**Run 1: track usage over the die**

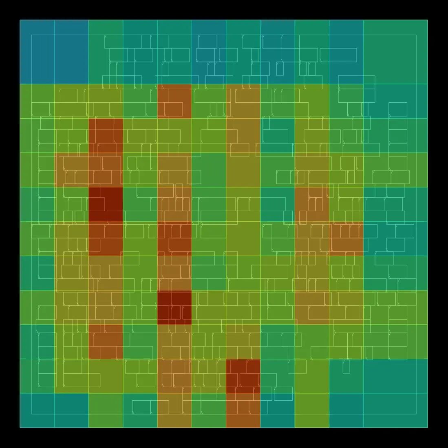
**Run 1: placed cells, one color a class**

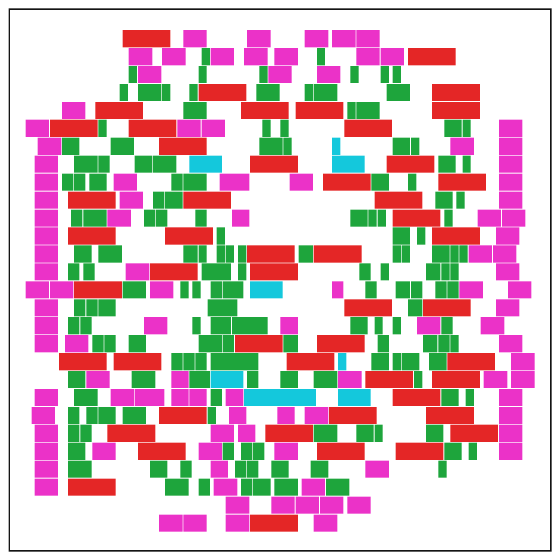
**Run 1: routed metal per tile**

Bar = 20 um. 16 x 16 tiles, from dark blue (low) to red (high), scaled to the fullest tile. Values are wire area over tile area, all layers added.
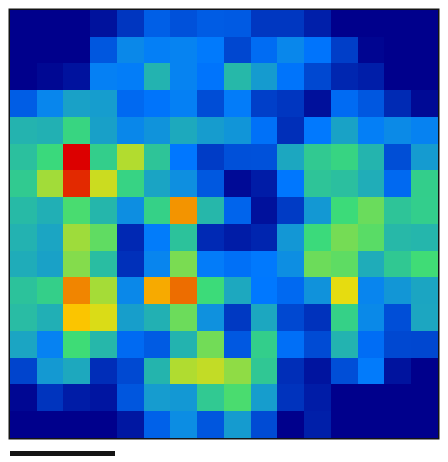
### config.mk
export PLATFORM = sky130hd
export DESIGN_NAME = ram_arbiter_flat
export DESIGN_NICKNAME = d
export VERILOG_FILES = /design/src/rtl/ram_arb_pkg.sv /design/src/rtl/ram_arbiter_if.sv /design/src/rtl/ram_arb_tag_pipe.sv /design/src/rtl/ram_arbiter.sv /design/src/flat_wrapper.sv
export SDC_FILE = /design/constraint.sdc
export NUM_CORES = 1
export LEC_CHECK = 0
export CAP_MARGIN = 15
export CORE_MARGIN = 2
export CORE_UTILIZATION = 35
export DETAILED_ROUTE_END_ITERATION = 12
export PLACE_DENSITY = 0.69
export SYNTH_ARGS = -nofsm -noshare
export SYNTH_HDL_FRONTEND = slang
export SYNTH_SLANG_ARGS = --single-unit
### constraint.sdc
create_clock -name clock -period 2.5 [get_ports clock]
set_input_delay 0.5 -clock clock [delete_from_list [all_inputs] [get_ports clock]]
set_output_delay 0.5 -clock clock [all_outputs]
set_load 0.02 [all_outputs]
### src/rtl/ram_arb_pkg.sv
// Shared types and default widths for the CPU/VGA RAM arbiter slice.
package ram_arb_pkg;

  localparam int ADDR_W_DFLT = 15;
  localparam int DATA_W_DFLT = 8;
  localparam int STAT_W      = 16;

  typedef enum logic [1:0] {
    OWN_NONE,
    OWN_CPU_RD,
    OWN_CPU_WR,
    OWN_VGA
  } owner_e;

endpackage

### src/rtl/ram_arbiter_if.sv
// Requester and RAM-side bus of the arbiter; the slave view belongs to the arbiter.
interface ram_arbiter_if
  import ram_arb_pkg::*;
#(
  parameter int ADDR_W = ADDR_W_DFLT,
  parameter int DATA_W = DATA_W_DFLT
);

  logic              cpu_req;
  logic              cpu_we;
  logic [ADDR_W-1:0] cpu_addr;
  logic [DATA_W-1:0] cpu_wdata;
  logic              cpu_gnt;
  logic              cpu_rvalid;
  logic [DATA_W-1:0] cpu_rdata;

  logic              vga_req;
  logic [ADDR_W-1:0] vga_addr;
  logic              vga_gnt;
  logic              vga_rvalid;
  logic [DATA_W-1:0] vga_rdata;

  logic [ADDR_W-1:0] mem_addr;
  logic              mem_wren;
  logic [DATA_W-1:0] mem_data;
  logic [DATA_W-1:0] mem_q;

  modport slave (
    input  cpu_req, cpu_we, cpu_addr, cpu_wdata, vga_req, vga_addr, mem_q,
    output cpu_gnt, cpu_rvalid, cpu_rdata, vga_gnt, vga_rvalid, vga_rdata,
           mem_addr, mem_wren, mem_data
  );

  modport master (
    output cpu_req, cpu_we, cpu_addr, cpu_wdata, vga_req, vga_addr, mem_q,
    input  cpu_gnt, cpu_rvalid, cpu_rdata, vga_gnt, vga_rvalid, vga_rdata,
           mem_addr, mem_wren, mem_data
  );

endinterface

### src/rtl/ram_arb_tag_pipe.sv
// Owner-tag delay line matching the RAM read latency; cleared by reset so in-flight reads are dropped.
module ram_arb_tag_pipe
  import ram_arb_pkg::*;
#(
  parameter int DEPTH = 1
) (
  input  logic   clock,
  input  logic   reset_n,
  input  owner_e tag_in,
  output owner_e tag_out
);

  owner_e stage_q [DEPTH];

  always_ff @(posedge clock) begin
    if (!reset_n) begin
      for (int i = 0; i < DEPTH; i++) stage_q[i] <= OWN_NONE;
    end else begin
      stage_q[0] <= tag_in;
      for (int i = 1; i < DEPTH; i++) stage_q[i] <= stage_q[i-1];
    end
  end

  assign tag_out = stage_q[DEPTH-1];

endmodule

### src/rtl/ram_arbiter.sv
// Single-port RAM arbiter: VGA priority, bounded CPU starvation, read data steered by owner tag.
// Optional build macro RAM_ARB_STATS_EN adds saturating stall / VGA-read counters.
module ram_arbiter
  import ram_arb_pkg::*;
#(
  parameter int ADDR_W     = ADDR_W_DFLT,
  parameter int DATA_W     = DATA_W_DFLT,
  parameter int STARVE_MAX = 4,
  parameter int RAM_LAT    = 1
) (
  input  logic              clock,
  input  logic              reset_n,
  ram_arbiter_if.slave      bus
`ifdef RAM_ARB_STATS_EN
  ,
  output logic [STAT_W-1:0] stat_cpu_stall,
  output logic [STAT_W-1:0] stat_vga_reads
`endif
);

  localparam logic [3:0] STARVE_LIM = 4'(STARVE_MAX);

  function automatic logic [3:0] starve_next(input logic [3:0] cnt,
                                             input logic       req,
                                             input logic       gnt);
    if (!req || gnt) return 4'd0;
    return (cnt == STARVE_LIM) ? cnt : cnt + 4'd1;
  endfunction

  logic [3:0]        starve_cnt;
  logic              force_cpu;
  logic              cpu_gnt;
  logic              vga_gnt;
  owner_e            owner_p0;
  owner_e            owner_p1;
  logic [ADDR_W-1:0] mem_addr_p1;
  logic [DATA_W-1:0] mem_data_p1;
  logic              mem_wren_p1;
  owner_e            tag_p2;
  logic              cpu_vld_p3;
  logic              vga_vld_p3;
  logic [DATA_W-1:0] cpu_rdata_p3;
  logic [DATA_W-1:0] vga_rdata_p3;

  // p0: combinational grant and owner of the slot being granted
  always_comb begin
    force_cpu = (starve_cnt == STARVE_LIM);
    cpu_gnt   = reset_n & bus.cpu_req & (force_cpu | ~bus.vga_req);
    vga_gnt   = reset_n & bus.vga_req & ~cpu_gnt;
    owner_p0  = OWN_NONE;
    if (cpu_gnt)      owner_p0 = bus.cpu_we ? OWN_CPU_WR : OWN_CPU_RD;
    else if (vga_gnt) owner_p0 = OWN_VGA;
  end

  always_ff @(posedge clock) begin
    if (!reset_n) starve_cnt <= 4'd0;
    else          starve_cnt <= starve_next(starve_cnt, bus.cpu_req, cpu_gnt);
  end

  // p1: owner FSM and registered RAM command
  always_ff @(posedge clock) begin
    if (!reset_n) begin
      owner_p1    <= OWN_NONE;
      mem_addr_p1 <= '0;
      mem_data_p1 <= '0;
      mem_wren_p1 <= 1'b0;
    end else begin
      owner_p1    <= owner_p0;
      mem_wren_p1 <= (owner_p0 == OWN_CPU_WR);
      case (owner_p0)
        OWN_CPU_RD: mem_addr_p1 <= bus.cpu_addr;
        OWN_CPU_WR: begin
          mem_addr_p1 <= bus.cpu_addr;
          mem_data_p1 <= bus.cpu_wdata;
        end
        OWN_VGA:    mem_addr_p1 <= bus.vga_addr;
        default:    ;
      endcase
    end
  end

  // p2: owner tag aligned with mem_q
  ram_arb_tag_pipe #(.DEPTH(RAM_LAT)) u_tag_pipe (
    .clock   (clock),
    .reset_n (reset_n),
    .tag_in  (owner_p1),
    .tag_out (tag_p2)
  );

  // p3: capture mem_q into the owner's read port
  always_ff @(posedge clock) begin
    if (!reset_n) begin
      cpu_vld_p3   <= 1'b0;
      vga_vld_p3   <= 1'b0;
      cpu_rdata_p3 <= '0;
      vga_rdata_p3 <= '0;
    end else begin
      cpu_vld_p3 <= (tag_p2 == OWN_CPU_RD);
      vga_vld_p3 <= (tag_p2 == OWN_VGA);
      if (tag_p2 == OWN_CPU_RD) cpu_rdata_p3 <= bus.mem_q;
      if (tag_p2 == OWN_VGA)    vga_rdata_p3 <= bus.mem_q;
    end
  end

  assign bus.cpu_gnt    = cpu_gnt;
  assign bus.vga_gnt    = vga_gnt;
  assign bus.mem_addr   = mem_addr_p1;
  assign bus.mem_data   = mem_data_p1;
  assign bus.mem_wren   = mem_wren_p1;
  assign bus.cpu_rvalid = cpu_vld_p3;
  assign bus.cpu_rdata  = cpu_rdata_p3;
  assign bus.vga_rvalid = vga_vld_p3;
  assign bus.vga_rdata  = vga_rdata_p3;

`ifdef RAM_ARB_STATS_EN
  function automatic logic [STAT_W-1:0] sat_inc(input logic [STAT_W-1:0] v,
                                                input logic              en);
    return (en && (v != '1)) ? v + 1'b1 : v;
  endfunction

  logic [STAT_W-1:0] stall_q;
  logic [STAT_W-1:0] vreads_q;

  always_ff @(posedge clock) begin
    if (!reset_n) begin
      stall_q  <= '0;
      vreads_q <= '0;
    end else begin
      stall_q  <= sat_inc(stall_q, bus.cpu_req & ~cpu_gnt);
      vreads_q <= sat_inc(vreads_q, vga_gnt);
    end
  end

  assign stat_cpu_stall = stall_q;
  assign stat_vga_reads = vreads_q;
`endif

endmodule
### src/flat_wrapper.sv
// flat-port wrapper written by rule: the top's interface ports become plain ports
module ram_arbiter_flat import ram_arb_pkg::*;
#(
  parameter int ADDR_W     = ADDR_W_DFLT,
  parameter int DATA_W     = DATA_W_DFLT,
  parameter int STARVE_MAX = 4,
  parameter int RAM_LAT    = 1
)
  (clock, reset_n, bus_cpu_req, bus_cpu_we, bus_cpu_addr, bus_cpu_wdata, bus_vga_req, bus_vga_addr, bus_mem_q, bus_cpu_gnt, bus_cpu_rvalid, bus_cpu_rdata, bus_vga_gnt, bus_vga_rvalid, bus_vga_rdata, bus_mem_addr, bus_mem_wren, bus_mem_data);
  ram_arbiter_if #(.ADDR_W(ADDR_W), .DATA_W(DATA_W)) bus_i ();
  input  logic clock;
  input  logic reset_n;
  input wire logic [$bits(bus_i.cpu_req)-1:0] bus_cpu_req;
  input wire logic [$bits(bus_i.cpu_we)-1:0] bus_cpu_we;
  input wire logic [$bits(bus_i.cpu_addr)-1:0] bus_cpu_addr;
  input wire logic [$bits(bus_i.cpu_wdata)-1:0] bus_cpu_wdata;
  input wire logic [$bits(bus_i.vga_req)-1:0] bus_vga_req;
  input wire logic [$bits(bus_i.vga_addr)-1:0] bus_vga_addr;
  input wire logic [$bits(bus_i.mem_q)-1:0] bus_mem_q;
  output wire logic [$bits(bus_i.cpu_gnt)-1:0] bus_cpu_gnt;
  output wire logic [$bits(bus_i.cpu_rvalid)-1:0] bus_cpu_rvalid;
  output wire logic [$bits(bus_i.cpu_rdata)-1:0] bus_cpu_rdata;
  output wire logic [$bits(bus_i.vga_gnt)-1:0] bus_vga_gnt;
  output wire logic [$bits(bus_i.vga_rvalid)-1:0] bus_vga_rvalid;
  output wire logic [$bits(bus_i.vga_rdata)-1:0] bus_vga_rdata;
  output wire logic [$bits(bus_i.mem_addr)-1:0] bus_mem_addr;
  output wire logic [$bits(bus_i.mem_wren)-1:0] bus_mem_wren;
  output wire logic [$bits(bus_i.mem_data)-1:0] bus_mem_data;
  assign bus_i.cpu_req = bus_cpu_req;
  assign bus_i.cpu_we = bus_cpu_we;
  assign bus_i.cpu_addr = bus_cpu_addr;
  assign bus_i.cpu_wdata = bus_cpu_wdata;
  assign bus_i.vga_req = bus_vga_req;
  assign bus_i.vga_addr = bus_vga_addr;
  assign bus_i.mem_q = bus_mem_q;
  assign bus_cpu_gnt = bus_i.cpu_gnt;
  assign bus_cpu_rvalid = bus_i.cpu_rvalid;
  assign bus_cpu_rdata = bus_i.cpu_rdata;
  assign bus_vga_gnt = bus_i.vga_gnt;
  assign bus_vga_rvalid = bus_i.vga_rvalid;
  assign bus_vga_rdata = bus_i.vga_rdata;
  assign bus_mem_addr = bus_i.mem_addr;
  assign bus_mem_wren = bus_i.mem_wren;
  assign bus_mem_data = bus_i.mem_data;
  ram_arbiter #(.ADDR_W(ADDR_W), .DATA_W(DATA_W), .STARVE_MAX(STARVE_MAX), .RAM_LAT(RAM_LAT)) u_core (.clock(clock), .reset_n(reset_n), .bus(bus_i));
endmodule
==> impl_metrics.json, run 1 <==
{
  "cts_resized": 0,
  "yosysWarningCount": 0,
  "max_slew_margin": 0.647,
  "worst_pin_slew_ns": 0.529,
  "yosys_cells": 236,
  "drive_above_1_share": 0.0612,
  "rsz0062_at_grt": "false",
  "outcome": "completed",
  "place_ws_ns": 0.0463,
  "die_area_sq_um": 6700,
  "clkSinkCount": 50,
  "holdPathStages": 1,
  "pwr-share-seq": 0.498,
  "post_cts_buffers": 0,
  "ctsRootBufferMaster": "clkbuf_8",
  "place.gp.congestion": 0.819,
  "dpl_cell_area_sq_um": 3120,
  "ios": 95,
  "syn-cell-area_sq_um": 2120,
  "p_sw_frac": 0.238,
  "worstPathArrival_ns": 1.61,
  "synth_cells": 236,
  "yosys-stat-area_sq_um": 2120,
  "grt_pass1_wl_um": 8690,
  "fmax_ghz": 0.475,
  "syn_to_final_growth_pct": 52.5,
  "critPathMaxFanout": 4,
  "pwr_density_cell_nw_per_um2": 528,
  "drc": 0,
  "ys_async_sr_fraction": 0,
  "yosysUniqueCellTypes": 28,
  "timing.rr.end": "u_core.bus.mem_data[5]$_SDFFE_PN0P_",
  "p_sw_w": 0.000406,
  "overflow": 0,
  "fin_hold_ws_ns": 0.446,
  "required_ns": 2.00,
  "yosysTopAreaCell": "dfxtp_1",
  "antenna_cells": 0,
  "dp_cells": 394,
  "initCoreUtil": 0.361,
  "syn-num-nets": 289,
  "rrSetupSlack_ns": 0.69,
  "fin_setup_tns_ns": 0,
  "fin_cells": 402,
  "finalClockSkew_ns": 0.00902,
  "grt_pass1_vias": 1956,
  "nets": 379,
  "detail-route-antenna-nets": 0,
  "final_max_slew_viol_count": 0,
  "io_buffers": 94,
  "antenna_found_initial": 0,
  "power_leakage_nw": 1.28,
  "setup-violations-final": 0,
  "synthTopCellsByCount": "dfxtp_1 (50), nand2_1 (35), nand3_1 (26), a21boi_0 (16), a21oi_1 (16)",
  "start_kind": "input pin",
  "rr_worst_depth": 6,
  "tool_warnings": 27,
  "grt_max_degree": 51,
  "htree_levels": 2,
  "ys.flops": 50,
  "p_int_w": 0.00130,
  "cts_hold_buf": 0,
  "post-synth-top-count-cell": "dfxtp_1",
  "combPwrFrac": 0.176,
  "clkSlewWorstSetupHoldPaths_ns": 0.09,
  "worstSkewPairLatency_ns": 0.30,
  "min-delay-path-class": "register to register",
  "total_power_w": 0.00171,
  "worst_ir_drop_vdd_v": 0.000296,
  "clkPwrFrac": 0.326,
  "wl_um": 5440,
  "numCtsBuffers": 5,
  "drv_cap": 0,
  "first_pass_iters": 4,
  "crit_type": "input pin to output port",
  "edf_count": 0,
  "top_cells_by_area": "dfxtp_1 (47%), a32o_1 (7.1%), nand2_1 (6.2%), nand3_1 (6.1%), a21boi_0 (5.7%)",
  "fp.dieH_um": 81.9,
  "cts_tree": "yes",
  "fin_crit_ns": 2.11,
  "hold_viol": 0,
  "setup_ws_ns": 0.393,
  "avgSynthCellArea_sq_um": 8.99,
  "vias": 1988,
  "end_kind": "output port",
  "dp_hpwl_um": 4040,
  "die_w_um": 81.9,
  "reg2reg_from": "u_core.starve_cnt[0]$_SDFFE_PN0P_",
  "synth_top_area_share": 0.472,
  "cts.path.max_buffers": 2,
  "ys_seq_frac": 0.472,
  "min_to": "u_core.u_tag_pipe.stage_q[0][0]$_SDFF_PN0_",
  "fin_area_sq_um": 3240,
  "grt.total_usage": 0.169,
  "viasPerCell": 4.95,
  "period_used_share": 0.843,
  "drt_iter0_markers": 50,
  "hold_start": "u_core.owner_p1[0]$_SDFF_PN0_",
  "flop_cell": "dfxtp_1"
}
## Picture notes: 'track usage over the die'
GRT Max-Usage Layer: met2
DR WL/cell: 13.5 um
met1 Track Usage GR: 0.189
Final Core Density: 0.550
met3 usage: 0.0670

## Picture notes: 'placed cells, one color a class'
Red is flip-flops, cells 50. Green is all other logic, cells 165. Magenta is other buffers and delay cells, cells 104. Cyan is clock drivers and dummy loads, cells 8.
core area: 5890 sq um
Rows: 28

## Picture notes: 'routed metal per tile'
The mean over all tiles is 0.13. 13% of the tiles are nearly empty. The densest ninth of the die: middle left. The fullest tile reaches 0.47.

[run 1: worst max-delay path: stages]
cell and delay [ns]:
clkdlybuf4s50_1 0.55, nand4b_2 0.15, nand3_1 0.15, inv_1 0.05, dlymetal6s2s_1 0.21
[run 1: worst max path at each step]
stage,start,slack (ns),endpoint
2_1_floorplan,bus_vga_req,0.73,bus_cpu_gnt
3_3_place_gp,bus_cpu_req,0.06,bus_cpu_gnt
3_5_place_dp,bus_cpu_req,0.05,bus_cpu_gnt
4_1_cts,bus_cpu_req,0.01,bus_cpu_gnt
5_1_grt,bus_cpu_req,0.32,bus_vga_gnt
6_report,bus_cpu_req,0.39,bus_vga_gnt
[run 1: placed cells by master, fill, tap and decap left out]
cell              n
o21a_1           15
a21oi_1          16
clkbuf_8          5
o21ai_1           1
xnor2_1           1
a21boi_0         16
a211o_1           1
inv_1            14
and2_1            3
and3_1            1
buf_4            10
nor2_1            3
dlymetal6s2s_1    2
xor2_1            1
nand4b_2          1
bufinv_16         1
mux2i_1           8
buf_2             1
nand2b_1          1
ha_1              2
nor3_1            1
nand3_1          26
clkbuf_1          2
nand2_1          35
dfxtp_1          50
clkdlybuf4s50_1  91
nand3b_4          1
nand4_1           1
nor2b_1           1
a32o_1           15
a21bo_2           1
[run 1: per-layer routing]
layer  wire (um)  vias to the layer above  part of all wire  global-route usage
met3         472                        6             0.087              0.0670
met2        2600                       77              0.48               0.295
met1        2310                      909              0.42               0.189
met5           0                        -                 0                   0
li1            -                      996                 -                   -
met4          56                        0             0.010              0.0500
[run 1: cell families (layout without fill, tap and decap cells)]
family          after synthesis  count (layout)  share of synthesized area
simple gates                 74              74                      0.168
fa+ha+maj                     2               2                     0.0118
mux                           8               8                     0.0377
flops                        50              50                      0.472
compound gates               65              65                      0.229
xor+xnor                      2               2                    0.00826
buf+inv                      35             126                     0.0731
[run 1: power by group through the flow]
stage | Sequential [W] | Combinational, W | Clock [W]
after CTS | 0.000850 | 0.000304 | 0.000573
after global routing | 0.000855 | 0.000324 | 0.000605
after global placement | 0.000868 | 0.000299 | 0
final | 0.000850 | 0.000301 | 0.000557
after floorplan | 0.000900 | 0.000106 | 0
after detailed placement | 0.000869 | 0.000303 | 0
[run 1: layout make-up]
class | count | area, sq um
Sequential cell | 50 | 1000
Timing Repair Buffer | 104 | 1020
Tap cell | 75 | 93.8
Multi-Input combinational cell | 151 | 966
Clock inverter | 1 | 30.0
Fill cell | 569 | 2650
Inverter | 14 | 52.6
Clock buffer | 7 | 76.3
[run 1: sequential cells by signal (all words and copies together) (netlist names)]
name                       cells
u_core.u_tag_pipe.stage_q      2
u_core.bus.mem_wren            1
u_core.bus.mem_addr           15
u_core.owner_p1                2
u_core.bus.cpu_rvalid          1
u_core.starve_cnt              4
u_core.bus.vga_rdata           8
u_core.bus.vga_rvalid          1
u_core.bus.cpu_rdata           8
u_core.bus.mem_data            8
==> run 2: changes to the inputs <==
--- a/config.mk
+++ b/config.mk
@@ -9,7 +9,7 @@
 export CORE_MARGIN = 2
 export CORE_UTILIZATION = 35
 export DETAILED_ROUTE_END_ITERATION = 12
-export PLACE_DENSITY = 0.69
+export PLACE_DENSITY = 0.72
 export SYNTH_ARGS = -nofsm -noshare
 export SYNTH_HDL_FRONTEND = slang
 export SYNTH_SLANG_ARGS = --single-unit
==> constraint.sdc (replaced) <==
create_clock -name clock -period 1.7 [get_ports clock]
set_input_delay 0.34 -clock clock [delete_from_list [all_inputs] [get_ports clock]]
set_output_delay 0.34 -clock clock [all_outputs]
set_load 0.02 [all_outputs]
==> impl_metrics.json, run 2 <==
{
  "outcome": "completed",
  "drt_iter0_markers": 68,
  "synth_cells": 236,
  "crit_type": "register to output port",
  "grt_pass1_vias": 1886,
  "max_stage_delay_ns": 0.33,
  "fin_cells": 410,
  "drc": 0,
  "io_buffers": 94,
  "yosys_cells": 236,
  "post-synth-top-count-cell": "dfxtp_1",
  "rr_worst_depth": 7,
  "worstPathArrival_ns": 1.30,
  "setup-violations-final": 0,
  "fin_setup_tns_ns": 0,
  "syn-num-nets": 289,
  "hold_viol": 0,
  "htree_levels": 2,
  "largest_reg_flops": 15,
  "viasPerCell": 4.96,
  "avgSynthCellArea_sq_um": 8.99,
  "comb_area_sq_um": 995,
  "first_pass_iters": 4,
  "critPathMaxFanout": 2,
  "initCoreUtil": 0.361,
  "yosysTopAreaCell": "dfxtp_1",
  "min-delay-path-class": "input pin to register",
  "yosysWarningCount": 0,
  "fin_hold_ws_ns": 0.427,
  "ys_seq_frac": 0.472,
  "wl_per_cell_um": 13.5,
  "combPwrFrac": 0.181,
  "start_kind": "register",
  "timing.rr.end": "u_core.bus.mem_data[3]$_SDFFE_PN0P_",
  "synthTopCellsByCount": "dfxtp_1 (50), nand2_1 (35), nand3_1 (26), a21boi_0 (16), a21oi_1 (16)",
  "holdPathStages": 4,
  "max_slew_margin": 0.632,
  "flop_cell": "dfxtp_1",
  "hold_start": "reset_n",
  "fin_crit_ns": 1.64,
  "synth_top_area_share": 0.472,
  "worstSkewPairLatency_ns": 0.30,
  "p_int_w": 0.00196,
  "cts.path.max_buffers": 2,
  "reg2reg_from": "u_core.starve_cnt[1]$_SDFFE_PN0P_",
  "rsz0062_at_grt": "true",
  "syn_to_final_growth_pct": 58.1,
  "lay_top_cells": "clkdlybuf4s50_1 (89), dfxtp_1 (49), nand2_1 (35), nand3_1 (25), buf_4 (18)",
  "nets": 388,
  "coreArea_sq_um": 5890,
  "min_to": "u_core.owner_p1[1]$_SDFF_PN0_",
  "numCtsBuffers": 5,
  "total_power_w": 0.00256,
  "pwr_density_cell_nw_per_um2": 764,
  "antenna_cells": 0,
  "ff_latch_area_sq_um": 1000,
  "required_ns": 1.36,
  "worst_pin_slew_ns": 0.552,
  "fp.dieH_um": 81.9,
  "end_kind": "output port",
  "edf_count": 0,
  "cts_tree": "yes",
  "row_count": 28,
  "final_max_slew_viol_count": 0,
  "rrSetupSlack_ns": 0.10,
  "tool_warnings": 28,
  "drive_above_1_share": 0.110,
  "finalClockSkew_ns": 0.00421,
  "clkPwrFrac": 0.332,
  "antenna_found_initial": 0,
  "grt_pass1_wl_um": 8730,
  "slowest_stage": "dfxtp_2",
  "fmax_ghz": 0.608,
  "clkSinkCount": 50,
  "grt_max_degree": 60,
  "p_sw_w": 0.000603,
  "p_sw_frac": 0.235,
  "cts_hold_buf": 0,
  "cpMostUsedCell": "inv_1",
  "dp_hpwl_um": 3930,
  "die_w_um": 81.9,
  "worst_ir_drop_vdd_v": 0.000603,
  "path_cells": "inv_1 > ha_4 > nand4b_2 > nand3_2 > inv_1 > buf_4",
  "yosysUniqueCellTypes": 28,
  "die_area_sq_um": 6700,
  "clkSlewWorstSetupHoldPaths_ns": 0.09,
  "drv_cap": 0
}
run 2: layout make-up:
cell class,instances,area share
timing repair buffer,113,0.327
clock inverter,1,0.00895
tap,75,0.0280
multi-input combinational,151,0.297
clock buffer,6,0.0246
inverter,14,0.0157
sequential,50,0.299
run 2: worst max-delay path: cells and delay by family (launching register included):
| kind | cells | cell delay, ns |
|---|---|---|
| buffers and inverters | 3 | 0.27 |
| and+or+nand+nor | 2 | 0.25 |
| adders and majority gates | 1 | 0.16 |
| DFF | 1 | 0.33 |
run 2: what timing repair did:
action                                  in CTS  in global routing
gates resized                               14                  8
cloned                                       0                  0
endpoints found under the setup margin      14                 14
run 2: per-layer routing:
metal  up-vias  track usage  wire [um]  part of all wire
met1       927        0.207       2390              0.43
met3         4       0.0692        560              0.10
met2        85        0.266       2530              0.46
met5         -            0          0                 0
li1       1017            -          -                 -
met4         0       0.0533         42            0.0076
run 2: power groups by stage:
stage,clock network [W],logic [W],registers (W)
final,0.000851,0.000464,0.00125
after global routing,0.000923,0.000500,0.00125
after CTS,0.000880,0.000463,0.00125
after detailed placement,0,0.000459,0.00127
after global placement,0,0.000455,0.00127
after floorplan,0,0.000156,0.00132
run 2: through the flow:
| stage | setup slack, ns | instance area [sq um] |
|---|---|---|
| floorplan | 0.156 | 2120 |
| global placement | -0.430 | 3200 |
| detailed placement | -0.442 | 3200 |
| CTS | 0.00501 | 3330 |
| global route | -0.0274 | 3350 |
| finish | 0.0552 | 3350 |
run 2: cells by family (layout without fill, tap and decap cells):
group,Yosys count,count (layout),synth area share
xor gates and xnor gates,2,2,0.00826
and+or+nand+nor,74,74,0.168
adders and majority gates,2,2,0.0118
buffers and inverters,35,134,0.0731
AOI/OAI and AO/OA,65,65,0.229
muxes,8,8,0.0377
DFF,50,50,0.472
run 2: worst max path at each step:
stage | start | to | slack [ns] | depth (start not counted)
floorplan | u_core.starve_cnt[0]$_SDFFE_PN0P_ | bus_vga_gnt | 0.16 | 6
CTS | bus_vga_req | u_core.bus.mem_addr[8]$_SDFFE_PN0P_ | 0.005 | 6
finish | u_core.starve_cnt[1]$_SDFFE_PN0P_ | bus_vga_gnt | 0.06 | 6
detailed placement | bus_cpu_req | bus_cpu_gnt | -0.44 | 4
global placement | bus_cpu_req | bus_cpu_gnt | -0.43 | 4
global route | u_core.starve_cnt[1]$_SDFFE_PN0P_ | bus_vga_gnt | -0.03 | 6
**Run 2: metal layers overlaid**

Bar = 20 um.
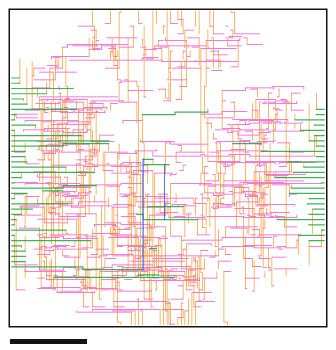
Green is met3, wire length 561 um. Blue is met4, wire length 42.8 um. Magenta is met1, wire length 2390 um. Orange is met2, wire length 2530 um.
DRT Wirelength: 5520 um
total track usage: 0.168
detailed-route via count: 2033

No activity file was given, so power comes from the tool's default toggle rates.
